## src/rtl/lfa_pkg.sv

```systemverilog
// Shared types for the LFA ADC scanner: FSM states, sensor slots and SPI frame sizes.
// Latency: none (types and constants only). Backpressure: not applicable.
// Used by the frame engine and by the scanner top level.
package lfa_pkg;

    localparam int ADC_BITS   = 12;
    localparam int FRAME_BITS = 16;
    localparam int PHASES     = 2 * FRAME_BITS;

    typedef enum logic [1:0] {S_GAP, S_XFER, S_DONE} state_t;
    typedef enum logic [1:0] {SLOT_L, SLOT_M, SLOT_R} slot_t;

    function automatic slot_t next_slot(input slot_t s);
        case (s)
            SLOT_L:  return SLOT_M;
            SLOT_M:  return SLOT_R;
            default: return SLOT_L;
        endcase
    endfunction

endpackage

```

## src/rtl/adc128_frame.sv

```systemverilog
// Runs one 16-bit ADC128S022 SPI frame: 32 phases, sclk = phase[0], address on bits 2..4.
// Latency: cs_n low the clk after start for 32 clks; data is valid the clk after last.
// Backpressure: none; start is ignored while a frame is in flight.
module adc128_frame
    import lfa_pkg::*;
(
    input  logic                clk_3125KHz,
    input  logic                reset,
    input  logic                start,
    input  logic [2:0]          addr,
    input  logic                adc_dout,
    output logic                adc_cs_n,
    output logic                adc_sclk,
    output logic                adc_din,
    output logic [ADC_BITS-1:0] data,
    output logic                last
);

    localparam int PW = $clog2(PHASES);

    logic          active;
    logic [PW-1:0] p;
    logic [PW-1:0] p_nxt;
    logic [3:0]    b_nxt;
    logic [2:0]    addr_q;

    assign p_nxt = p + PW'(1);
    assign b_nxt = p_nxt[PW-1:1];
    assign last  = active && (p == PW'(PHASES - 1));

    function automatic logic din_bit(input logic [3:0] b, input logic [2:0] a);
        case (b)
            4'd2:    return a[2];
            4'd3:    return a[1];
            4'd4:    return a[0];
            default: return 1'b0;
        endcase
    endfunction

    always_ff @(posedge clk_3125KHz) begin
        if (reset) begin
            active   <= 1'b0;
            p        <= '0;
            adc_cs_n <= 1'b1;
            adc_sclk <= 1'b1;
            adc_din  <= 1'b0;
            addr_q   <= '0;
            data     <= '0;
        end else if (start && !active) begin
            active   <= 1'b1;
            p        <= '0;
            adc_cs_n <= 1'b0;
            adc_sclk <= 1'b0;
            adc_din  <= 1'b0;
            addr_q   <= addr;
        end else if (active) begin
            // dout is taken on the rising-sclk phase; bits 0..3 are leading zeros
            if (p[0] && (p[PW-1:1] >= 4'd4))
                data <= {data[ADC_BITS-2:0], adc_dout};
            if (last) begin
                active   <= 1'b0;
                p        <= '0;
                adc_cs_n <= 1'b1;
                adc_sclk <= 1'b1;
                adc_din  <= 1'b0;
            end else begin
                p        <= p_nxt;
                adc_sclk <= p_nxt[0];
                if (!p_nxt[0])
                    adc_din <= din_bit(b_nxt, addr_q);
            end
        end
    end

endmodule

```

## src/rtl/lfa_adc_scanner.sv

```systemverilog
// Scans the left/middle/right LFA channels of an ADC128S022; optional LFA_AVG_EN smooths each output.
// Latency: GAP_CLKS+33 clks per frame; a full set (data_valid) every 3 frames after one prime frame.
// Backpressure: none; enable low finishes the current frame then parks in S_GAP.
module lfa_adc_scanner
    import lfa_pkg::*;
#(
    parameter logic [2:0] CH_LEFT   = 3'd3,
    parameter logic [2:0] CH_MIDDLE = 3'd2,
    parameter logic [2:0] CH_RIGHT  = 3'd1,
    parameter int         GAP_CLKS  = 2
)(
    input  logic                clk_3125KHz,
    input  logic                reset,
    input  logic                enable,
    input  logic                adc_dout,
    output logic                adc_cs_n,
    output logic                adc_sclk,
    output logic                adc_din,
    output logic [ADC_BITS-1:0] left,
    output logic [ADC_BITS-1:0] middle,
    output logic [ADC_BITS-1:0] right,
    output logic                data_valid
);

    localparam int            GW       = (GAP_CLKS > 1) ? $clog2(GAP_CLKS) : 1;
    localparam logic [GW-1:0] GAP_LAST = GW'(GAP_CLKS - 1);

    state_t              state, state_nxt;
    slot_t               slot;
    logic                prime;
    logic [GW-1:0]       gap_cnt;
    logic                gap_done;
    logic                start;
    logic                frame_last;
    logic [2:0]          frame_addr;
    logic [ADC_BITS-1:0] sample;
    logic [ADC_BITS-1:0] new_word;

    function automatic logic [2:0] ch_addr(input slot_t s);
        case (s)
            SLOT_L:  return CH_LEFT;
            SLOT_M:  return CH_MIDDLE;
            default: return CH_RIGHT;
        endcase
    endfunction

    assign gap_done = (gap_cnt == GAP_LAST);
    assign start    = (state == S_GAP) && gap_done && enable;
    // The ADC answers one frame late, so each frame addresses the slot after the one being received
    assign frame_addr = prime ? CH_LEFT : ch_addr(next_slot(slot));

    adc128_frame u_frame (
        .clk_3125KHz (clk_3125KHz),
        .reset       (reset),
        .start       (start),
        .addr        (frame_addr),
        .adc_dout    (adc_dout),
        .adc_cs_n    (adc_cs_n),
        .adc_sclk    (adc_sclk),
        .adc_din     (adc_din),
        .data        (sample),
        .last        (frame_last)
    );

`ifdef LFA_AVG_EN
    logic [2:0]          loaded;
    logic [ADC_BITS-1:0] prev_word;
    logic [ADC_BITS:0]   sum;

    always_comb begin
        prev_word = right;
        case (slot)
            SLOT_L:  prev_word = left;
            SLOT_M:  prev_word = middle;
            default: prev_word = right;
        endcase
    end

    assign sum      = {1'b0, prev_word} + {1'b0, sample};
    assign new_word = loaded[slot] ? sum[ADC_BITS:1] : sample;

    always_ff @(posedge clk_3125KHz) begin
        if (reset)
            loaded <= '0;
        else if (state == S_DONE && !prime)
            loaded[slot] <= 1'b1;
    end
`else
    assign new_word = sample;
`endif

    always_comb begin
        state_nxt = state;
        case (state)
            S_GAP:   if (start) state_nxt = S_XFER;
            S_XFER:  if (frame_last) state_nxt = S_DONE;
            S_DONE:  state_nxt = S_GAP;
            default: state_nxt = S_GAP;
        endcase
    end

    always_ff @(posedge clk_3125KHz) begin
        if (reset) begin
            state      <= S_GAP;
            slot       <= SLOT_L;
            prime      <= 1'b1;
            gap_cnt    <= '0;
            left       <= '0;
            middle     <= '0;
            right      <= '0;
            data_valid <= 1'b0;
        end else begin
            state      <= state_nxt;
            data_valid <= 1'b0;
            case (state)
                S_GAP: begin
                    // Parking with enable low forces a fresh prime on restart
                    if (!enable)
                        prime <= 1'b1;
                    if (!gap_done)
                        gap_cnt <= gap_cnt + GW'(1);
                end
                S_DONE: begin
                    gap_cnt <= '0;
                    if (prime) begin
                        prime <= 1'b0;
                        slot  <= SLOT_L;
                    end else begin
                        case (slot)
                            SLOT_L:  left   <= new_word;
                            SLOT_M:  middle <= new_word;
                            default: begin
                                right      <= new_word;
                                data_valid <= 1'b1;
                            end
                        endcase
                        slot <= next_slot(slot);
                    end
                end
                default: ;
            endcase
        end
    end

endmodule
```

## config.mk

```make
export PLATFORM = sky130hd
export DESIGN_NAME = lfa_adc_scanner
export DESIGN_NICKNAME = d
export VERILOG_FILES = /design/src/rtl/lfa_pkg.sv /design/src/rtl/adc128_frame.sv /design/src/rtl/lfa_adc_scanner.sv
export SDC_FILE = /design/constraint.sdc
export NUM_CORES = 1
export LEC_CHECK = 0
export CORE_MARGIN = 3
export CORE_UTILIZATION = 57
export CTS_CLUSTER_SIZE = 24
export DETAILED_ROUTE_END_ITERATION = 10
export GPL_ROUTABILITY_DRIVEN = 0
export HOLD_SLACK_MARGIN = 0.03
export PLACE_DENSITY = 0.95
export SYNTH_ARGS = -nofsm -noshare
export SYNTH_HDL_FRONTEND = slang
export SYNTH_HIERARCHICAL = 1
export SYNTH_SLANG_ARGS = --single-unit
```

## constraint.sdc

```tcl
create_clock -name clk_3125KHz -period 2.9 [get_ports clk_3125KHz]
set_input_delay 0.58 -clock clk_3125KHz [delete_from_list [all_inputs] [get_ports clk_3125KHz]]
set_output_delay 0.58 -clock clk_3125KHz [all_outputs]
set_load 0.01 [all_outputs]
```

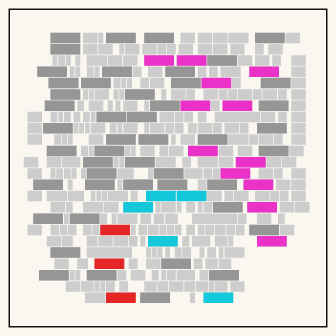
Figure 1: run 1, sequential cells colored by netlist name.
- red: u_frame/addr_q (sequential cells 3)
- magenta: middle (sequential cells 12)
- cyan: u_frame/p (sequential cells 5)
- not colored: 47
Seq area share: 38.8%
final core utilization: 76.2%
Seq group: 946 uW
FF/Latch Area: 1340 um2

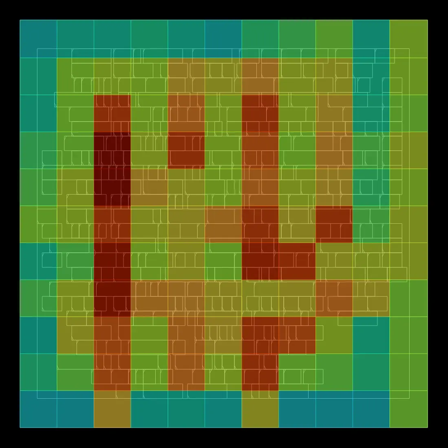
Figure 2: run 1, routing congestion.
Avg WL per Cell: 15.4 um
GRT busiest layer: met2
Total GRT Usage: 22.2%
met2 Track Usage GR: 35.5%

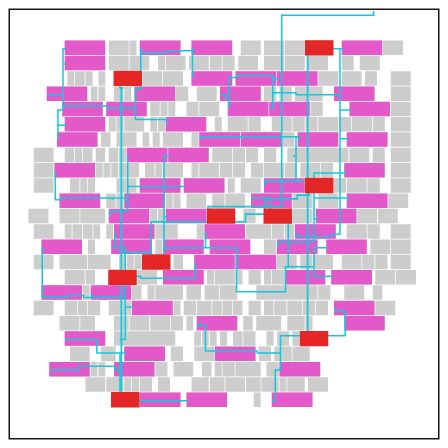
Figure 3: run 1, routed clock nets over the placement.
- red: clock-net drivers (count 9)
- cyan: clock wires (length 756 um)
- magenta: flip-flops (count 67)
- flops lie: all over the die
Setup Skew: 0.00817 ns
worst skew pair latency: 0.34 ns

==> impl_metrics.env, run 1 <==
# yosys + openroad results
export IMPL_status="complete, no violations"
export IMPL_max_cap_violations=0
export IMPL_intPower_mw=1.56
export IMPL_drtAntennaViolNets=0
export IMPL_cp_arrival_ns=2.46
export IMPL_startpoint_type="flip-flop"
export IMPL_r2r_cells=7
export IMPL_finalMaxSlewViolations=0
export IMPL_cts_root_buf="clkbuf_8"
export IMPL_final_nets=336
export IMPL_path_class="flip-flop to flip-flop"
export IMPL_drc=0
export IMPL_hold_viol=0
export IMPL_critPathMaxStageDelay_ns=0.53
export IMPL_rsz0062_at_grt="false"
export IMPL_wl_met3_um=268
export IMPL_warning_count=26
export IMPL_seq_power_share_pct=47.9
export IMPL_row_count=24
export IMPL_crit_buf_inv=0
export IMPL_tightest_slew_ns=0.890
export IMPL_cellPowerDensity_nw_per_um2=572
export IMPL_syn_inst=294
export IMPL_crit_cells=7
export IMPL_async_flop_share_pct=0
export IMPL_switchingPower_uw=412
export IMPL_grt_util_met1_pct=27.9
export IMPL_antenna_found_initial=0
export IMPL_slew_limit_headroom_pct=40.7
export IMPL_n_antenna_cell=0
export IMPL_ys_seq_elements=67
export IMPL_numCtsBuffers=9
export IMPL_grt_max_degree=66
export IMPL_min_path_type="flip-flop to flip-flop"
export IMPL_ff_type="dfxtp_1"
export IMPL_hold_buffers=0
export IMPL_leakage_nw=1.36
export IMPL_synth_seq_share_pct=47.9
export IMPL_synth_edff_count=0
export IMPL_wirelength_mm=6.16
export IMPL_core_area_um2=4530
export IMPL_cts_setup_buffers=0
export IMPL_clkPwrFrac_pct=48.4
export IMPL_dp_cells=384
export IMPL_ios=44
export IMPL_gr_total_overflow=0
export IMPL_drtIter0Drc=164
export IMPL_die_h_um=76.1
export IMPL_tns_ns=0
export IMPL_yosys_area_um2=2800
export IMPL_initial_utilization_pct=61.7
export IMPL_crit_top_cell="ha_1"
export IMPL_cts_sinks=67
export IMPL_r2r_setup_slack_ns=0.69
export IMPL_drive_gt1_share_pct=7.46
export IMPL_setup_ws_ns=0.694
export IMPL_ys_cells=294
export IMPL_cts_resized=0
export IMPL_chip_area_um2=5790
export IMPL_yosys_area_top_type="dfxtp_1"
export IMPL_worst_ir_drop_vdd_mv=0.326
export IMPL_placed_area_um2=3200
export IMPL_whs_ns=0.461
export IMPL_clockBufferDepth=2
export IMPL_grt_pass1_wl_mm=10.3
export IMPL_crit_family="adder cells"
export IMPL_top_cells_by_area="dfxtp_1 (48%), mux2i_1 (14%), nand2b_1 (9.6%), nand2_1 (4.3%), nor2_1 (3.6%)"
export IMPL_dr_pass1_iters=4
export IMPL_worstPathMaxFanout=9
export IMPL_cts_tree="built"
export IMPL_setup_violations=0
export IMPL_finalNonFillerCells=400
export IMPL_wl_met1_mm=2.85
export IMPL_top_layer_used="met4"
export IMPL_wl_met2_mm=2.90
export IMPL_cp_required_ns=3.15
export IMPL_postLayoutCellArea_um2=3450
export IMPL_dp_hpwl_mm=3.84
export IMPL_top_cell_area_share_pct=47.9
export IMPL_clkSlewWorstSetupHoldPaths_ns=0.07
export IMPL_io_buffers=43
export IMPL_dpl_worst_slack_ns=0.580
export IMPL_cp_end_kind="flip-flop"
export IMPL_fmax_mhz=453
export IMPL_die_x_um=76.1
export IMPL_grt_use_met3_pct=4.61
export IMPL_grt_pass1_vias=2153
export IMPL_areaGrowthSynthToFinish_pct=23.4
export IMPL_fin_crit_sh_pct=76.1
export IMPL_hold_path_depth=2
export IMPL_via_count=2158
export IMPL_ys_types=41
export IMPL_netSwitchingFraction_pct=20.8
export IMPL_comb_power_share_pct=3.7
export IMPL_vias_per_cell=5.40
export IMPL_post_route_min_period_ns=2.21
export IMPL_netlist_area_um2=2800
export IMPL_syn_avg_cell_area_um2=9.52
export IMPL_yosysWarnings=6
export IMPL_h_tree_depth=3
export IMPL_cp_slowest_cell="dfxtp_1"
export IMPL_critical_path_cell_chain="ha_1 > and3_1 > ha_1 > nor3_1 > nand4_1 > a211o_1 > o32ai_1"
export IMPL_syn_nets=300
export IMPL_fin_total_pwr_mw=1.97
-- run 1: path summary, 6_finish.rpt --
check                                                from                      endpoint
worst min-delay path                right[3]$_SDFFE_PP0P_         right[3]$_SDFFE_PP0P_
worst max register to register  u_frame/p[0]$_SDFFE_PP0P_  u_frame/adc_din$_SDFFE_PP0P_
worst min register to register      right[3]$_SDFFE_PP0P_         right[3]$_SDFFE_PP0P_
worst max-delay path            u_frame/p[0]$_SDFFE_PP0P_  u_frame/adc_din$_SDFFE_PP0P_
-- run 1: sequential cells by signal (all words and copies together) (netlist names) --
| name | cells |
|---|---|
| data_valid | 1 |
| gap_cnt | 1 |
| left | 12 |
| middle | 12 |
| prime | 1 |
| right | 12 |
| slot | 2 |
| state | 2 |
| u_frame/active | 1 |
| u_frame/adc_cs_n | 1 |
| u_frame/adc_din | 1 |
| u_frame/adc_sclk | 1 |
| u_frame/addr_q | 3 |
| u_frame/data | 12 |
| u_frame/p | 5 |
-- run 1: cell type report --
type	count	area, um2
Sequential cell	67	1340
Multi-Input combinational cell	204	1330
Fill cell	305	1080
Timing Repair Buffer	45	440
Clock buffer	10	138
Clock inverter	6	113
Tap cell	65	81.3
Inverter	3	11.3
-- run 1: power groups by stage --
| stage | Combinational (mW) | Clock [mW] | Sequential (mW) |
|---|---|---|---|
| 4_1_cts | 0.0730 | 0.965 | 0.945 |
| 6_report | 0.0736 | 0.955 | 0.946 |
| 3_3_place_gp | 0.0698 | 0 | 0.965 |
| 5_1_grt | 0.0810 | 1.01 | 0.947 |
| 3_5_place_dp | 0.0719 | 0 | 0.966 |
| 2_1_floorplan | 0.0579 | 0 | 0.959 |
-- run 1: logic make-up (layout without fill, tap and decap cells) --
| logic type | after synthesis | after routing | share of synthesized area (%) |
|---|---|---|---|
| fa+ha+maj | 2 | 2 | 0.894 |
| compound gates | 31 | 31 | 6.88 |
| other cells | 1 | 1 | 0.134 |
| mux | 39 | 39 | 13.9 |
| buf+inv | 23 | 64 | 4.56 |
| simple gates | 128 | 128 | 24.7 |
| xor+xnor | 3 | 3 | 0.939 |
| flops | 67 | 67 | 47.9 |
-- run 1: layout by cell type (no fill, tap or decap), drive strengths merged, types with 2 or more instances in the layout --
master         synthesis  layout
clkdlybuf4s50          0      42
o32a                   2       2
xnor2                  2       2
nor4bb                 2       2
o21ai                  2       2
and3                   2       2
nand3                  2       2
bufinv                 0       3
nor3                   3       3
a21oi                 18      18
nand2b                44      44
mux2i                 39      39
nor2                  27      27
nor3b                  4       4
clkbuf                11      10
nor2b                  6       6
clkinv                 0       3
nand2                 32      32
dfxtp                 67      67
a211o                  2       2
and2                   2       2
buf                    9       3
inv                    3       3
o22ai                  2       2
ha                     2       2
-- run 1: synthesized netlist by cell type, types with 2 or more instances --
master and count:
a211o_1 2, nor4bb_1 2, dfxtp_1 67, xnor2_1 2, buf_2 4, o32a_1 2
clkbuf_1 10, buf_6 2, a21oi_1 18, nor3_1 3, nand3_1 2, nor3b_1 4
and2_1 2, nor2b_1 5, inv_1 3, o21ai_0 2, mux2i_1 39, o22ai_1 2
nand2_1 32, nor2_1 27, nand2b_1 43, ha_1 2
Figure 4. Placed cells, one color a class (run 1).
The bar under the picture is 20 um long.
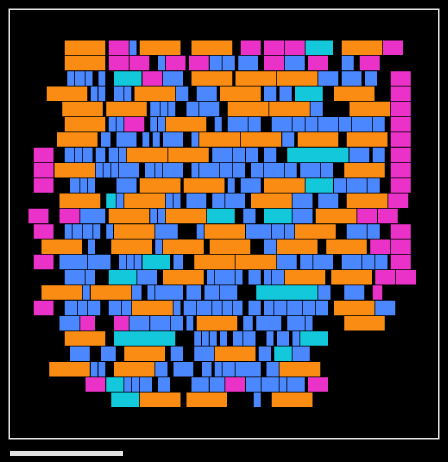

==> run 2: changes to the inputs <==
--- a/config.mk
+++ b/config.mk
@@ -6,12 +6,12 @@
 export NUM_CORES = 1
 export LEC_CHECK = 0
 export CORE_MARGIN = 3
-export CORE_UTILIZATION = 57
+export CORE_UTILIZATION = 53
 export CTS_CLUSTER_SIZE = 24
 export DETAILED_ROUTE_END_ITERATION = 10
 export GPL_ROUTABILITY_DRIVEN = 0
 export HOLD_SLACK_MARGIN = 0.03
-export PLACE_DENSITY = 0.95
+export PLACE_DENSITY = 0.9
 export SYNTH_ARGS = -nofsm -noshare
 export SYNTH_HDL_FRONTEND = slang
 export SYNTH_HIERARCHICAL = 1
==> constraint.sdc (replaced) <==
create_clock -name clk_3125KHz -period 2.05 [get_ports clk_3125KHz]
set_input_delay 0.41 -clock clk_3125KHz [delete_from_list [all_inputs] [get_ports clk_3125KHz]]
set_output_delay 0.41 -clock clk_3125KHz [all_outputs]
set_load 0.01 [all_outputs]
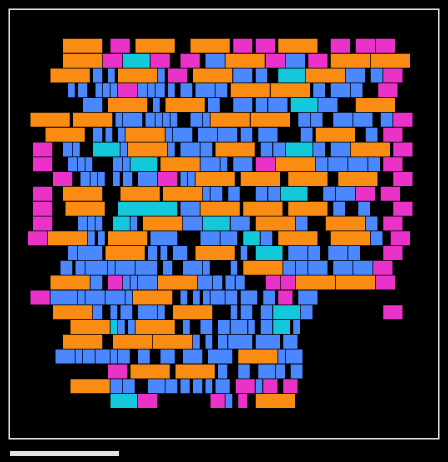
Figure 5: run 2, placed cells, one color a class.
The bar under the picture is 20 um long.
- blue: remaining logic cells (cells 207; share of their area 40%)
- cyan: clock drivers and dummy loads (cells 16; share of their area 6.3%)
- magenta: remaining buffers and delay cells (cells 50; share of their area 14%)
- orange: registers (cells 67; share of their area 40%)

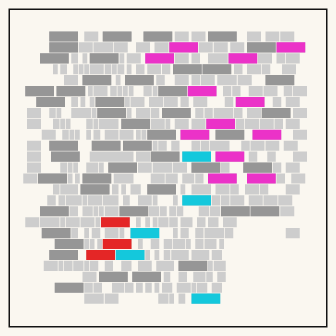
Figure 6: run 2, sequential cells colored by netlist name.
- cyan: u_frame/p (sequential cells 5)
- red: u_frame/addr_q (sequential cells 3)
- magenta: middle (sequential cells 12)
- not colored: 47
Seq area share: 38.8%
final core utilization: 70.4%

==> impl_metrics.env, run 2 <==
# yosys + openroad results
export IMPL_status="complete, no violations"
export IMPL_grt_util_met1_pct=26.5
export IMPL_hold_viol=0
export IMPL_hold_buffers=0
export IMPL_async_flop_share_pct=0
export IMPL_intPower_mw=2.01
export IMPL_grt_pass1_vias=2016
export IMPL_netSwitchingFraction_pct=22.6
export IMPL_vias_per_cell=5.20
export IMPL_most_common_cell="dfxtp_1"
export IMPL_seq_power_share_pct=51.1
export IMPL_startpoint_type="flip-flop"
export IMPL_setup_violations=0
export IMPL_syn_nets=300
export IMPL_synth_edff_count=0
export IMPL_die_x_um=78.7
export IMPL_r2r_start="u_frame/p[1]$_SDFFE_PP0P_"
export IMPL_met2_usage_pct=29.5
export IMPL_clkSlewWorstSetupHoldPaths_ns=0.08
export IMPL_hold_path_depth=2
export IMPL_syn_avg_cell_area_um2=9.52
export IMPL_setup_ws_ns=0.138
export IMPL_tns_ns=0
export IMPL_cts_sinks=67
export IMPL_leakage_nw=1.37
export IMPL_n_antenna_cell=0
export IMPL_max_cap_violations=0
export IMPL_drtIter0Drc=161
export IMPL_r2r_setup_slack_ns=0.14
export IMPL_ff_type="dfxtp_1"
export IMPL_cp_end_kind="flip-flop"
export IMPL_top_cells_by_count="dfxtp_1 (67), nand2b_1 (43), mux2i_1 (39)"
export IMPL_antenna_found_initial=0
export IMPL_via_count=2116
export IMPL_drc=0
export IMPL_fill_cells=367
export IMPL_syn_inst=294
export IMPL_numCtsBuffers=9
export IMPL_finalMaxSlewViolations=0
export IMPL_crit_start="u_frame/p[1]$_SDFFE_PP0P_"
export IMPL_grt_pass1_wl_mm=9.62
export IMPL_final_nets=341
export IMPL_initial_utilization_pct=57.0
export IMPL_grt_use_met3_pct=4.01
export IMPL_ys_seq_elements=67
export IMPL_top_cell_area_share_pct=47.9
export IMPL_dpl_worst_slack_ns=0.0387
export IMPL_wirelength_mm=5.81
export IMPL_whs_endpoint="right[7]$_SDFFE_PP0P_"
export IMPL_dp_hpwl_mm=3.77
export IMPL_yosys_area_top_type="dfxtp_1"
export IMPL_cts_tree="built"
export IMPL_layout_top_cells="dfxtp_1 (67), nand2b_1 (43), clkdlybuf4s50_1 (42)"
export IMPL_fin_crit_sh_pct=93.3
export IMPL_clk_latency_ns=0.34
export IMPL_fin_total_pwr_mw=2.60
export IMPL_grt_max_degree=80
export IMPL_core_area_um2=4910
export IMPL_dr_pass1_iters=4
export IMPL_r2r_cells=7
export IMPL_clockBufferDepth=2
export IMPL_switchingPower_uw=587
export IMPL_synth_seq_share_pct=47.9
export IMPL_cp_arrival_ns=2.16
export IMPL_cp_required_ns=2.30
export IMPL_whs_ns=0.460
export IMPL_min_path_type="flip-flop to flip-flop"
export IMPL_ys_cells=294
export IMPL_worst_ir_drop_vdd_mv=0.522
export IMPL_placed_area_um2=3240
export IMPL_post_route_min_period_ns=1.91
export IMPL_cts_setup_buffers=0
export IMPL_chip_area_um2=6190
export IMPL_r2r_end="u_frame/adc_din$_SDFFE_PP0P_"
export IMPL_layout_top_cell="dfxtp_1"
export IMPL_grt_usage_pct=19.8
export IMPL_dp_cells=391
export IMPL_cts_root_buf="clkbuf_8"
export IMPL_hp_start="right[7]$_SDFFE_PP0P_"
export IMPL_ys_types=41
export IMPL_yosys_area_um2=2800
export IMPL_row_count=25
export IMPL_finClkSkew_ns=0.00974
export IMPL_rsz0062_at_grt="false"
export IMPL_io_buffers=43
export IMPL_clkPwrFrac_pct=44.5
export IMPL_yosysWarnings=6
export IMPL_cts_resized=0
export IMPL_postLayoutCellArea_um2=3460
export IMPL_slew_limit_headroom_pct=43.2
export IMPL_wl_per_cell_um=14.3
export IMPL_finalNonFillerCells=407
export IMPL_tightest_slew_ns=0.849
export IMPL_drtAntennaViolNets=0
export IMPL_worstPathMaxFanout=5
export IMPL_cellPowerDensity_nw_per_um2=752
export IMPL_top_cells_by_area="dfxtp_1 (48%), mux2i_1 (14%), nand2b_1 (9.6%), nand2_1 (4.3%), nor2_1 (3.6%)"
export IMPL_fmax_mhz=523
export IMPL_areaGrowthSynthToFinish_pct=23.5
export IMPL_warning_count=26
export IMPL_h_tree_depth=3
export IMPL_path_class="flip-flop to flip-flop"
export IMPL_die_h_um=78.7
export IMPL_drive_gt1_share_pct=8.53
export IMPL_gr_total_overflow=0
export IMPL_comb_power_share_pct=4.4
export IMPL_netlist_area_um2=2800
export IMPL_busiest_layer="met2"
export IMPL_ios=44
==> run 2: cell counts after synthesis <==
Identical to the previous run, type by type.
==> run 2: power by group through the flow <==
stage          logic, mW  clock network (mW)  registers (mW)
5_1_grt            0.125                1.24            1.33
2_1_floorplan     0.0819                   0            1.36
6_report           0.114                1.16            1.33
4_1_cts            0.115                1.17            1.33
3_3_place_gp       0.112                   0            1.36
3_5_place_dp       0.114                   0            1.36
==> run 2: logic make-up (layout without fill, tap and decap cells) <==
| kind of cell | Yosys count | after routing | share of synthesized area, % |
|---|---|---|---|
| adder cells (fa/ha/maj) | 2 | 2 | 0.894 |
| other | 1 | 1 | 0.134 |
| multiplexers | 39 | 39 | 13.9 |
| XOR/XNOR | 3 | 3 | 0.939 |
| flip-flops | 67 | 67 | 47.9 |
| AND-OR/OR-AND | 31 | 31 | 6.88 |
| AND/OR/NAND/NOR | 128 | 128 | 24.7 |
| buffers and inverters | 23 | 69 | 4.56 |
==> run 2: worst max-delay path by stage <==
stage                                endpoint  slack [ns]  cells past startpoint
6_report         u_frame/adc_din$_SDFFE_PP0P_        0.14                      7
5_1_grt          u_frame/adc_din$_SDFFE_PP0P_        0.01                      7
4_1_cts          u_frame/adc_din$_SDFFE_PP0P_        0.13                      7
3_5_place_dp   u_frame/addr_q[1]$_SDFFE_PP0P_        0.04                      5
3_3_place_gp   u_frame/addr_q[0]$_SDFFE_PP0P_        0.08                      5
2_1_floorplan  u_frame/addr_q[0]$_SDFFE_PP0P_        0.14                      4
==> run 2: final cells by class <==
class	instances	area, um2	area share, %
Tap cell	67	83.8	2.43
Clock inverter	4	56.3	1.63
Multi-Input combinational cell	204	1330	38.5
Sequential cell	67	1340	38.8
Timing Repair Buffer	50	478	13.8
Inverter	3	11.3	0.326
Clock buffer	12	155	4.49
==> run 2: critical path, cell delays in order, from the launching register on <==
cell     delay (ns)
dfxtp_1        0.37
ha_1           0.21
and3_1         0.19
ha_1           0.28
nor3_1         0.17
nand4_1        0.11
a211o_1        0.28
o32ai_1        0.21
==> run 2: layer usage <==
metal | share of wire, % | up-vias | wire, um
met2 | 45 | 52 | 2600
met3 | 4.4 | 12 | 253
met5 | 0 | - | 0
met4 | 2.4 | 0 | 142
met1 | 49 | 988 | 2820
li1 | - | 1064 | -
==> run 3: changes to the inputs <==
--- a/config.mk
+++ b/config.mk
@@ -10,6 +10,7 @@
 export CTS_CLUSTER_SIZE = 24
 export DETAILED_ROUTE_END_ITERATION = 10
 export GPL_ROUTABILITY_DRIVEN = 0
+export GPL_TIMING_DRIVEN = 0
 export HOLD_SLACK_MARGIN = 0.03
 export PLACE_DENSITY = 0.9
 export SYNTH_ARGS = -nofsm -noshare
==> impl_metrics.env, run 3 <==
# yosys + openroad results
export IMPL_hp_start="reset"
export IMPL_worstPathMaxFanout=6
export IMPL_clkSlewWorstSetupHoldPaths_ns=0.07
export IMPL_vias_per_cell=5.30
export IMPL_dr_pass1_iters=4
export IMPL_die_x_um=78.7
export IMPL_most_common_cell="dfxtp_1"
export IMPL_h_tree_depth=3
export IMPL_cp_required_ns=2.30
export IMPL_cellPowerDensity_nw_per_um2=786
export IMPL_syn_inst=294
export IMPL_crit_buf_inv=0
export IMPL_syn_nets=300
export IMPL_max_cap_violations=0
export IMPL_slew_limit_headroom_pct=65.3
export IMPL_yosys_area_top_type="dfxtp_1"
export IMPL_yosys_area_um2=2800
export IMPL_cts_root_buf="clkbuf_8"
export IMPL_n_antenna_cell=0
export IMPL_cp_end_kind="flip-flop"
export IMPL_min_path_type="input pin to flip-flop"
export IMPL_grt_pass1_wl_mm=10.7
export IMPL_worst_ir_drop_vdd_mv=0.438
export IMPL_top_cell_area_share_pct=47.9
export IMPL_core_area_um2=4910
export IMPL_fmax_mhz=513
export IMPL_top_cells_by_area="dfxtp_1 (48%), mux2i_1 (14%), nand2b_1 (9.6%), nand2_1 (4.3%), nor2_1 (3.6%)"
export IMPL_syn_avg_cell_area_um2=9.52
export IMPL_leakage_nw=1.41
export IMPL_wl_met3_um=323
export IMPL_drtAntennaViolNets=0
export IMPL_gr_total_overflow=0
export IMPL_io_buffers=42
export IMPL_path_class="flip-flop to flip-flop"
export IMPL_async_flop_share_pct=0
export IMPL_drc=0
export IMPL_layout_top_cells="dfxtp_1 (67), nand2b_1 (43), clkdlybuf4s50_1 (42)"
export IMPL_final_nets=353
export IMPL_fin_crit_sh_pct=95.0
export IMPL_status="complete, no violations"
export IMPL_warning_count=26
export IMPL_hold_buffers=0
export IMPL_drtIter0Drc=146
export IMPL_critPathMaxStageDelay_ns=0.37
export IMPL_wl_met1_mm=2.96
export IMPL_synth_seq_share_pct=47.9
export IMPL_finalCoreUtilization_pct=72.9
export IMPL_hold_viol=0
export IMPL_ys_types=41
export IMPL_clockBufferDepth=2
export IMPL_wirelength_mm=6.42
export IMPL_postLayoutCellArea_um2=3580
export IMPL_clk_latency_ns=0.35
export IMPL_dp_hpwl_mm=4.22
export IMPL_setup_violations=0
export IMPL_drive_gt1_share_pct=9.38
export IMPL_cp_arrival_ns=2.20
export IMPL_top_cells_by_count="dfxtp_1 (67), nand2b_1 (43), mux2i_1 (39)"
export IMPL_ys_seq_elements=67
export IMPL_via_count=2219
export IMPL_areaGrowthSynthToFinish_pct=27.8
export IMPL_cp_slowest_cell="dfxtp_1"
export IMPL_initial_utilization_pct=57.0
export IMPL_netlist_area_um2=2800
export IMPL_startpoint_type="flip-flop"
export IMPL_placed_area_um2=3300
export IMPL_cts_setup_buffers=0
export IMPL_ios=44
export IMPL_numCtsBuffers=9
export IMPL_layout_top_cell="dfxtp_1"
export IMPL_post_route_min_period_ns=1.95
export IMPL_finClkSkew_ns=0.00726
export IMPL_grt_max_degree=14
export IMPL_ys_cells=294
export IMPL_row_count=25
export IMPL_die_h_um=78.7
export IMPL_grt_pass1_vias=2163
export IMPL_top_layer_used="met4"
export IMPL_finalMaxSlewViolations=0
export IMPL_r2r_start="u_frame/p[1]$_SDFFE_PP0P_"
export IMPL_critical_path_cell_chain="ha_4 > and3_1 > ha_1 > nor3_1 > nand4_1 > a211o_1 > o32ai_1"
export IMPL_tightest_slew_ns=0.520
export IMPL_antenna_found_initial=0
export IMPL_fill_cells=346
run 3: metrics by stage:
stage	worst slack, ns	power [mW]	hold slack, ns	std cells
2_1_floorplan	0.137	1.44	0.445	294
3_3_place_gp	-0.729	1.47	0.446	403
3_5_place_dp	-0.739	1.47	0.450	403
4_1_cts	0.0596	2.82	0.425	419
5_1_grt	-0.00365	2.91	0.461	419
6_report	0.102	2.81	0.444	419
run 3: final timing paths:
kind | cells past startpoint | slack [ns] | end
worst max-delay path | 7 | 0.10 | u_frame/adc_din$_SDFFE_PP0P_
worst min-delay path | 2 | 0.44 | u_frame/active$_SDFF_PP0_
worst max register to register | 7 | 0.10 | u_frame/adc_din$_SDFFE_PP0P_
worst min register to register | 2 | 0.46 | right[3]$_SDFFE_PP0P_
run 3: layout make-up:
| cell class | instances | area [um2] | area share (%) |
|---|---|---|---|
| Buffer | 20 | 116 | 3.25 |
| Clock inverter | 7 | 124 | 3.46 |
| Clock buffer | 9 | 124 | 3.46 |
| Sequential cell | 67 | 1340 | 37.5 |
| Tap cell | 67 | 83.8 | 2.34 |
| Timing Repair Buffer | 42 | 420 | 11.7 |
| Multi-Input combinational cell | 204 | 1360 | 37.9 |
| Inverter | 3 | 11.3 | 0.315 |
run 3: timing repair:
item	CTS	global route
gates cloned	0	0
setup endpoints to repair	7	1
resized	2	2
run 3: metal layers:
layer	GRT usage [%]	vias to the layer above
met5	0	-
met1	28.6	1046
li1	-	1091
met4	9.62	0
met2	36.3	71
met3	5.39	11
run 3: power by group:
group / internal (mW) / switching, mW
clock: 0.818 / 0.542
combinational: 0.0591 / 0.0638
sequential: 1.32 / 0.0131
total: 2.19 / 0.619
run 3: kinds of logic (layout without fill, tap and decap cells):
family	Yosys count	in the layout	synth area share, %
and+or+nand+nor	128	128	24.7
buffers and inverters	23	81	4.56
adders and majority gates	2	2	0.894
DFF	67	67	47.9
AOI/OAI and AO/OA	31	31	6.88
xor gates and xnor gates	3	3	0.939
other	1	1	0.134
muxes	39	39	13.9
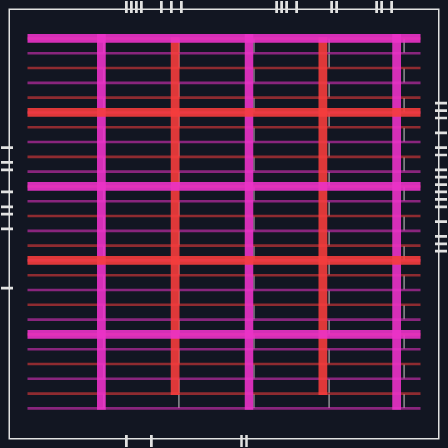
Figure 7: run 3, PDN straps and rails.
Pins as bars on the die edge. Tap cells in gray.
- red: VDD
- magenta: VSS
- met1 rails: 26
- met5 straps: 5
- met4 straps: 5
- signal pins: 44
- tap cells: 67

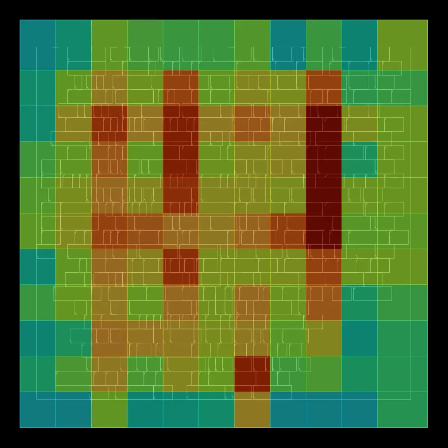
Figure 8: run 3, routing congestion.
met2 Track Usage GR: 36.3%
met3 usage: 5.39%
Total GRT Usage: 22.5%
Avg WL per Cell: 15.3 um

Power figures rest on the tool's default switching activity, not on a simulated workload.
